==> config.mk <==
export PLATFORM = sky130hd
export DESIGN_NAME = bin_bcd_seq_flat
export DESIGN_NICKNAME = d
export VERILOG_FILES = /design/src/rtl/bin_bcd_seq_if.sv /design/src/rtl/bin_bcd_seq.sv /design/src/flat_wrapper.sv
export SDC_FILE = /design/constraint.sdc
export NUM_CORES = 1
export LEC_CHECK = 0
export CELL_PAD_IN_SITES_DETAIL_PLACEMENT = 0
export CELL_PAD_IN_SITES_GLOBAL_PLACEMENT = 2
export CORE_UTILIZATION = 33
export CTS_CLUSTER_SIZE = 30
export DETAILED_ROUTE_END_ITERATION = 6
export HOLD_SLACK_MARGIN = 0.12
export PLACE_DENSITY_LB_ADDON = 0.3
export SYNTH_ARGS = -nofsm -noshare
export SYNTH_HDL_FRONTEND = slang
export SYNTH_SLANG_ARGS = --single-unit
==> constraint.sdc <==
create_clock -name clk -period 3.45 [get_ports clk]
set_input_delay 0.69 -clock clk [delete_from_list [all_inputs] [get_ports clk]]
set_output_delay 0.69 -clock clk [all_outputs]
set_load 0.02 [all_outputs]
==> src/rtl/bin_bcd_seq_if.sv <==
// Request/result bundle for the sequential binary-to-BCD converter.
// The master drives the operand and start; the slave returns status and digits.
interface bin_bcd_seq_if #(
    parameter int BIN_W  = 32,
    parameter int DIGITS = 10
);
    logic                  start;
    logic [BIN_W-1:0]      bin;
    logic                  signed_en;
    logic                  busy;
    logic                  done;
    logic [4*DIGITS-1:0]   bcd;
    logic                  sign;
    logic                  overflow;
    logic [DIGITS-1:0]     nz_mask;

    modport master (
        output start, bin, signed_en,
        input  busy, done, bcd, sign, overflow, nz_mask
    );

    modport slave (
        input  start, bin, signed_en,
        output busy, done, bcd, sign, overflow, nz_mask
    );
endinterface

==> src/rtl/bin_bcd_seq.sv <==
// Sequential double-dabble converter: one bit per cycle through a shared bank of
// per-digit +3 correctors, with sign handling, overflow detection and blanking mask.
module bin_bcd_seq #(
    parameter int BIN_W  = 32,
    parameter int DIGITS = 10
) (
    input  logic         clk,
    input  logic         rst_n,
    bin_bcd_seq_if.slave bus
);
    localparam int BW = 4 * DIGITS;
    localparam int CW = $clog2(BIN_W + 1);

    typedef enum logic [1:0] {IDLE, LOAD, SHIFT, DONE} state_t;

    state_t            state_q, state_d;
    logic [BIN_W-1:0]  mag_q, mag_d;
    logic [BW-1:0]     bcd_sh_q, bcd_sh_d;
    logic [CW-1:0]     cnt_q, cnt_d;
    logic              sen_q, sen_d;
    logic              neg_q, neg_d;
    logic              ovf_acc_q, ovf_acc_d;
    logic              busy_q, busy_d;
    logic              done_q, done_d;
    logic [BW-1:0]     bcd_q, bcd_d;
    logic              sign_q, sign_d;
    logic              overflow_q, overflow_d;
    logic [DIGITS-1:0] nz_q, nz_d;

    logic [BW-1:0]     corr;
    logic [DIGITS-1:0] nz_calc;

    // One corrector per digit, reused on every shift cycle.
    generate
        for (genvar gi = 0; gi < DIGITS; gi++) begin : g_digit
            assign corr[4*gi +: 4] = (bcd_sh_q[4*gi +: 4] >= 4'd5) ?
                                     bcd_sh_q[4*gi +: 4] + 4'd3 : bcd_sh_q[4*gi +: 4];
            if (gi == 0) begin : g_ones
                assign nz_calc[gi] = 1'b1;
            end else begin : g_upper
                assign nz_calc[gi] = |bcd_sh_q[BW-1:4*gi];
            end
        end
    endgenerate

    always_comb begin
        state_d    = state_q;
        mag_d      = mag_q;
        bcd_sh_d   = bcd_sh_q;
        cnt_d      = cnt_q;
        sen_d      = sen_q;
        neg_d      = neg_q;
        ovf_acc_d  = ovf_acc_q;
        busy_d     = busy_q;
        done_d     = 1'b0;
        bcd_d      = bcd_q;
        sign_d     = sign_q;
        overflow_d = overflow_q;
        nz_d       = nz_q;
        case (state_q)
            IDLE: begin
                if (bus.start) begin
                    mag_d   = bus.bin;
                    sen_d   = bus.signed_en;
                    busy_d  = 1'b1;
                    state_d = LOAD;
                end
            end
            LOAD: begin
                // Negating the most negative value wraps to itself, which read
                // as unsigned is exactly its magnitude.
                neg_d     = sen_q & mag_q[BIN_W-1];
                mag_d     = (sen_q & mag_q[BIN_W-1]) ? -mag_q : mag_q;
                bcd_sh_d  = '0;
                cnt_d     = '0;
                ovf_acc_d = 1'b0;
                state_d   = SHIFT;
            end
            SHIFT: begin
                bcd_sh_d  = {corr[BW-2:0], mag_q[BIN_W-1]};
                mag_d     = {mag_q[BIN_W-2:0], 1'b0};
                ovf_acc_d = ovf_acc_q | corr[BW-1];
                cnt_d     = cnt_q + CW'(1);
                if (cnt_q == CW'(BIN_W - 1)) begin
                    state_d = DONE;
                end
            end
            DONE: begin
                bcd_d      = bcd_sh_q;
                sign_d     = neg_q;
                overflow_d = ovf_acc_q;
                nz_d       = nz_calc;
                done_d     = 1'b1;
                busy_d     = 1'b0;
                state_d    = IDLE;
            end
            default: begin
                busy_d  = 1'b0;
                state_d = IDLE;
            end
        endcase
    end

    always_ff @(posedge clk) begin
        if (rst_n) begin
            state_q    <= IDLE;
            mag_q      <= '0;
            bcd_sh_q   <= '0;
            cnt_q      <= '0;
            sen_q      <= 1'b0;
            neg_q      <= 1'b0;
            ovf_acc_q  <= 1'b0;
            busy_q     <= 1'b0;
            done_q     <= 1'b0;
            bcd_q      <= '0;
            sign_q     <= 1'b0;
            overflow_q <= 1'b0;
            nz_q       <= DIGITS'(1);
        end else begin
            state_q    <= state_d;
            mag_q      <= mag_d;
            bcd_sh_q   <= bcd_sh_d;
            cnt_q      <= cnt_d;
            sen_q      <= sen_d;
            neg_q      <= neg_d;
            ovf_acc_q  <= ovf_acc_d;
            busy_q     <= busy_d;
            done_q     <= done_d;
            bcd_q      <= bcd_d;
            sign_q     <= sign_d;
            overflow_q <= overflow_d;
            nz_q       <= nz_d;
        end
    end

    assign bus.busy     = busy_q;
    assign bus.done     = done_q;
    assign bus.bcd      = bcd_q;
    assign bus.sign     = sign_q;
    assign bus.overflow = overflow_q;
    assign bus.nz_mask  = nz_q;
endmodule

==> src/flat_wrapper.sv <==
// flat-port wrapper written by rule: the top's interface ports become plain ports
module bin_bcd_seq_flat 
#(
    parameter int BIN_W  = 32,
    parameter int DIGITS = 10
)
  (clk, rst_n, bus_start, bus_bin, bus_signed_en, bus_busy, bus_done, bus_bcd, bus_sign, bus_overflow, bus_nz_mask);
  bin_bcd_seq_if #(.BIN_W(BIN_W), .DIGITS(DIGITS)) bus_i ();
  input  logic clk;
  input  logic rst_n;
  input wire logic [$bits(bus_i.start)-1:0] bus_start;
  input wire logic [$bits(bus_i.bin)-1:0] bus_bin;
  input wire logic [$bits(bus_i.signed_en)-1:0] bus_signed_en;
  output wire logic [$bits(bus_i.busy)-1:0] bus_busy;
  output wire logic [$bits(bus_i.done)-1:0] bus_done;
  output wire logic [$bits(bus_i.bcd)-1:0] bus_bcd;
  output wire logic [$bits(bus_i.sign)-1:0] bus_sign;
  output wire logic [$bits(bus_i.overflow)-1:0] bus_overflow;
  output wire logic [$bits(bus_i.nz_mask)-1:0] bus_nz_mask;
  assign bus_i.start = bus_start;
  assign bus_i.bin = bus_bin;
  assign bus_i.signed_en = bus_signed_en;
  assign bus_busy = bus_i.busy;
  assign bus_done = bus_i.done;
  assign bus_bcd = bus_i.bcd;
  assign bus_sign = bus_i.sign;
  assign bus_overflow = bus_i.overflow;
  assign bus_nz_mask = bus_i.nz_mask;
  bin_bcd_seq #(.BIN_W(BIN_W), .DIGITS(DIGITS)) u_core (.clk(clk), .rst_n(rst_n), .bus(bus_i));
endmodule
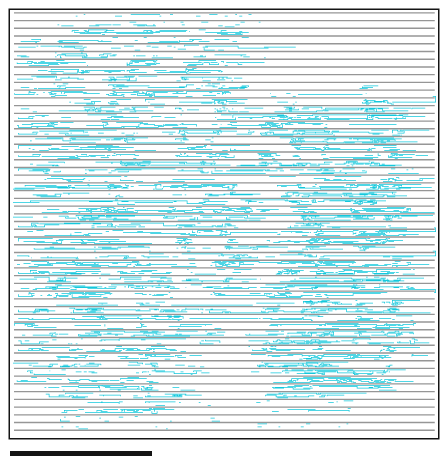
Figure 1: met1 routing.
The bar under the picture is 50 microns long. Supply wires on this layer in grey.
The wires run mostly horizontal. The layer carries 9870 microns of wire.
WL final: 20300 microns
Via Count: 6414
met1 Use GR: 24.5%

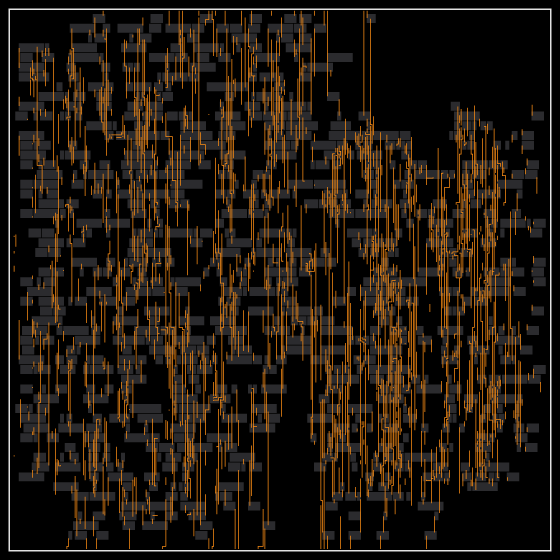
Figure 2: the metal 2 layer.
Cells faint in the background.
The wires run mostly vertical. The layer carries 9270 microns of wire.
met2 Use GR: 29.9%

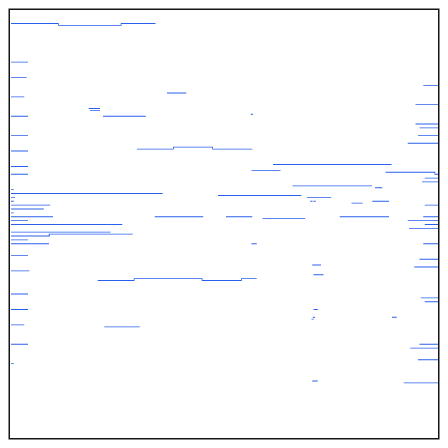
Figure 3: metal 3.
The wires run mostly horizontal. 71 nets have wire on it.
GRT met3 Usage: 4.12%

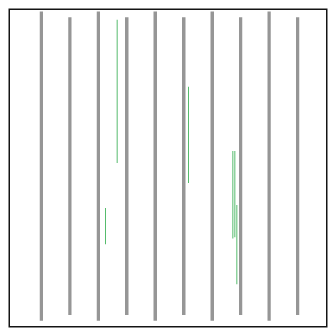
Figure 4: the metal 4 layer.
Supply wires on this layer in grey.
The layer holds 1.2% of the routed length. The longest straight run is 68.0 microns. 5 nets have wire on it. The wires run mostly vertical.

==> deck_impl_summary.md <==
Implementation Results

Outcome
  – Status: completed

Die
  – Die Span X: 151 microns
  – Core area: 21800 sq um
  – Starting Density: 33.5%
  – Ports: 90

Setup path
  – Worst r2r src: u_core.mag_q[0]$_SDFFE_PP0P_
  – Register-to-register setup slack: 0.86 ns
  – WP data arrival: 2.93 ns
  – Crit path kind: reg -> reg
  – Crit. End Element: register
  – CP required: about 3.8 ns

Logic synthesis
  – Cell taking the most area after synthesis: dfxtp_1
  – Synth Instances: 873
  – Simple-Gate Area Share: 21.6%
  – Xor/xnor share: 1.92%
  – Synthesized cell area: 7290 sq um
  – Top_reg_cell synth: dfxtp_1
  – Yosys Instances: between 800 and 900
  – Synth top cell by count: dfxtp_1
  – Post-synth area from yosys stat: 7290 sq um

Worst hold path
  – Hold depth: 2

Power and ir drop
  – Power per cell area: 790 nW/um^2
  – Leak Pwr: roughly 3.2 nW

STA
  – Final setup violation count: 0
  – Min Clock Period, post-route: 2.59 ns

Global routing
  – Vias in the first global route: 6149
  – First-pass GRT wire length: approximately 33000 microns
  – Largest net degree at the start of global routing: 102
  – Total GRT Usage: 18.4%

Cells and area
  – Post-layout net count: a little over 1000
  – Logic area: 4160 sq um
  – Fraction of layout cells with a size suffix above 1: 7.17%

Place
  – Port buffer count: 88
  – DP Worst Slack: 0.709 ns
  – Hpwl dp: 12700 microns

Clocking
  – Post-CTS setup buffers: 0

Routing
  – DRT Pass-1 Iters: 4
sequential cells by signal, indices dropped and copies added, names as in the netlist, 2 cells and up:
signal              cells
u_core.mag_q           32
u_core.bcd_sh_q        40
u_core.state_q          2
u_core.bus.nz_mask      9
u_core.bus.bcd         40
u_core.cnt_q            6
stage by stage:
stage | cell area, sq um | hold slack (ns) | utilization [%] | total power [mW] | instances
floorplan | 7290 | 0.440 | - | 4.36 | 873
global placement | 8370 | 0.469 | 38.5 | 5.33 | 1197
detailed placement | 8370 | 0.468 | 38.5 | 5.29 | 1197
CTS | 8960 | 0.480 | 41.2 | 7.13 | 1229
global route | 8960 | 0.501 | 41.2 | 7.55 | 1229
finish | 8960 | 0.479 | 41.2 | 7.08 | 1229
worst max path at each step:
stage,depth (start not counted),to,startpoint,slack (ns)
floorplan,7,u_core.mag_q[27]$_SDFFE_PP0P_,u_core.mag_q[2]$_SDFFE_PP0P_,1.30
finish,7,u_core.mag_q[30]$_SDFFE_PP0P_,u_core.mag_q[0]$_SDFFE_PP0P_,0.86
global placement,6,u_core.mag_q[30]$_SDFFE_PP0P_,bus_start,0.73
global route,6,u_core.mag_q[30]$_SDFFE_PP0P_,u_core.state_q[1]$_SDFFE_PP0P_,0.71
detailed placement,6,u_core.mag_q[30]$_SDFFE_PP0P_,bus_start,0.71
CTS,7,u_core.mag_q[30]$_SDFFE_PP0P_,u_core.mag_q[0]$_SDFFE_PP0P_,0.92
routing by layer:
metal / wire length (microns) / part of all wire [%] / vias up / global-route usage [%]
li1: - / - / 3260 / -
met1: 9870 / 49 / 3033 / 24.5
met2: 9270 / 46 / 105 / 29.9
met3: 873 / 4.3 / 16 / 4.12
met4: 250 / 1.2 / 0 / 4.95
met5: 0 / 0 / - / 0
critical path, cell delays in order (launching register included):
cell and delay (ns):
dfxtp_1 0.38, inv_1 0.09, ha_1 0.24, or4b_1 0.60, nor4_2 0.59, nand3_1 0.19, a21o_1 0.22, a211oi_1 0.21
report_power, final:
group          internal (mW)  leakage, nW  switching [mW]
Sequential              1.77         1.10           0.275
Combinational           1.10         1.79            2.11
Clock                  0.988        0.288           0.831
Total                   3.86         3.18            3.22
area by class of cell:
cell class / count / area share (%)
clock buffer: 18 / 4.90
tap: 280 / 3.91
sequential: 136 / 30.4
timing repair buffer: 102 / 11.3
clock inverter: 14 / 1.63
multi-input combinational: 644 / 46.4
inverter: 35 / 1.47
cell usage in the layout (no fill, tap or decap), types with 7 or more instances in the layout:
cell type | synthesis | routed
nor2_1 | 134 | 133
inv_1 | 35 | 34
a211oi_1 | 11 | 11
nand3_1 | 16 | 16
o2bb2ai_1 | 8 | 8
buf_4 | 2 | 13
nand2b_1 | 21 | 21
a32oi_1 | 11 | 11
nand2_1 | 52 | 52
a31oi_1 | 9 | 9
nor3_1 | 29 | 29
and3_1 | 10 | 10
a21oi_1 | 54 | 54
o21ai_0 | 37 | 37
dfxtp_1 | 136 | 136
nor4_1 | 12 | 12
mux2i_1 | 52 | 52
xnor2_1 | 10 | 10
inv_8 | 0 | 7
or3_1 | 8 | 8
o31ai_1 | 14 | 14
a22oi_1 | 28 | 28
clkdlybuf4s50_1 | 0 | 87
ha_1 | 35 | 33
clkbuf_16 | 0 | 17
Power and IR drop assume default switching activity.
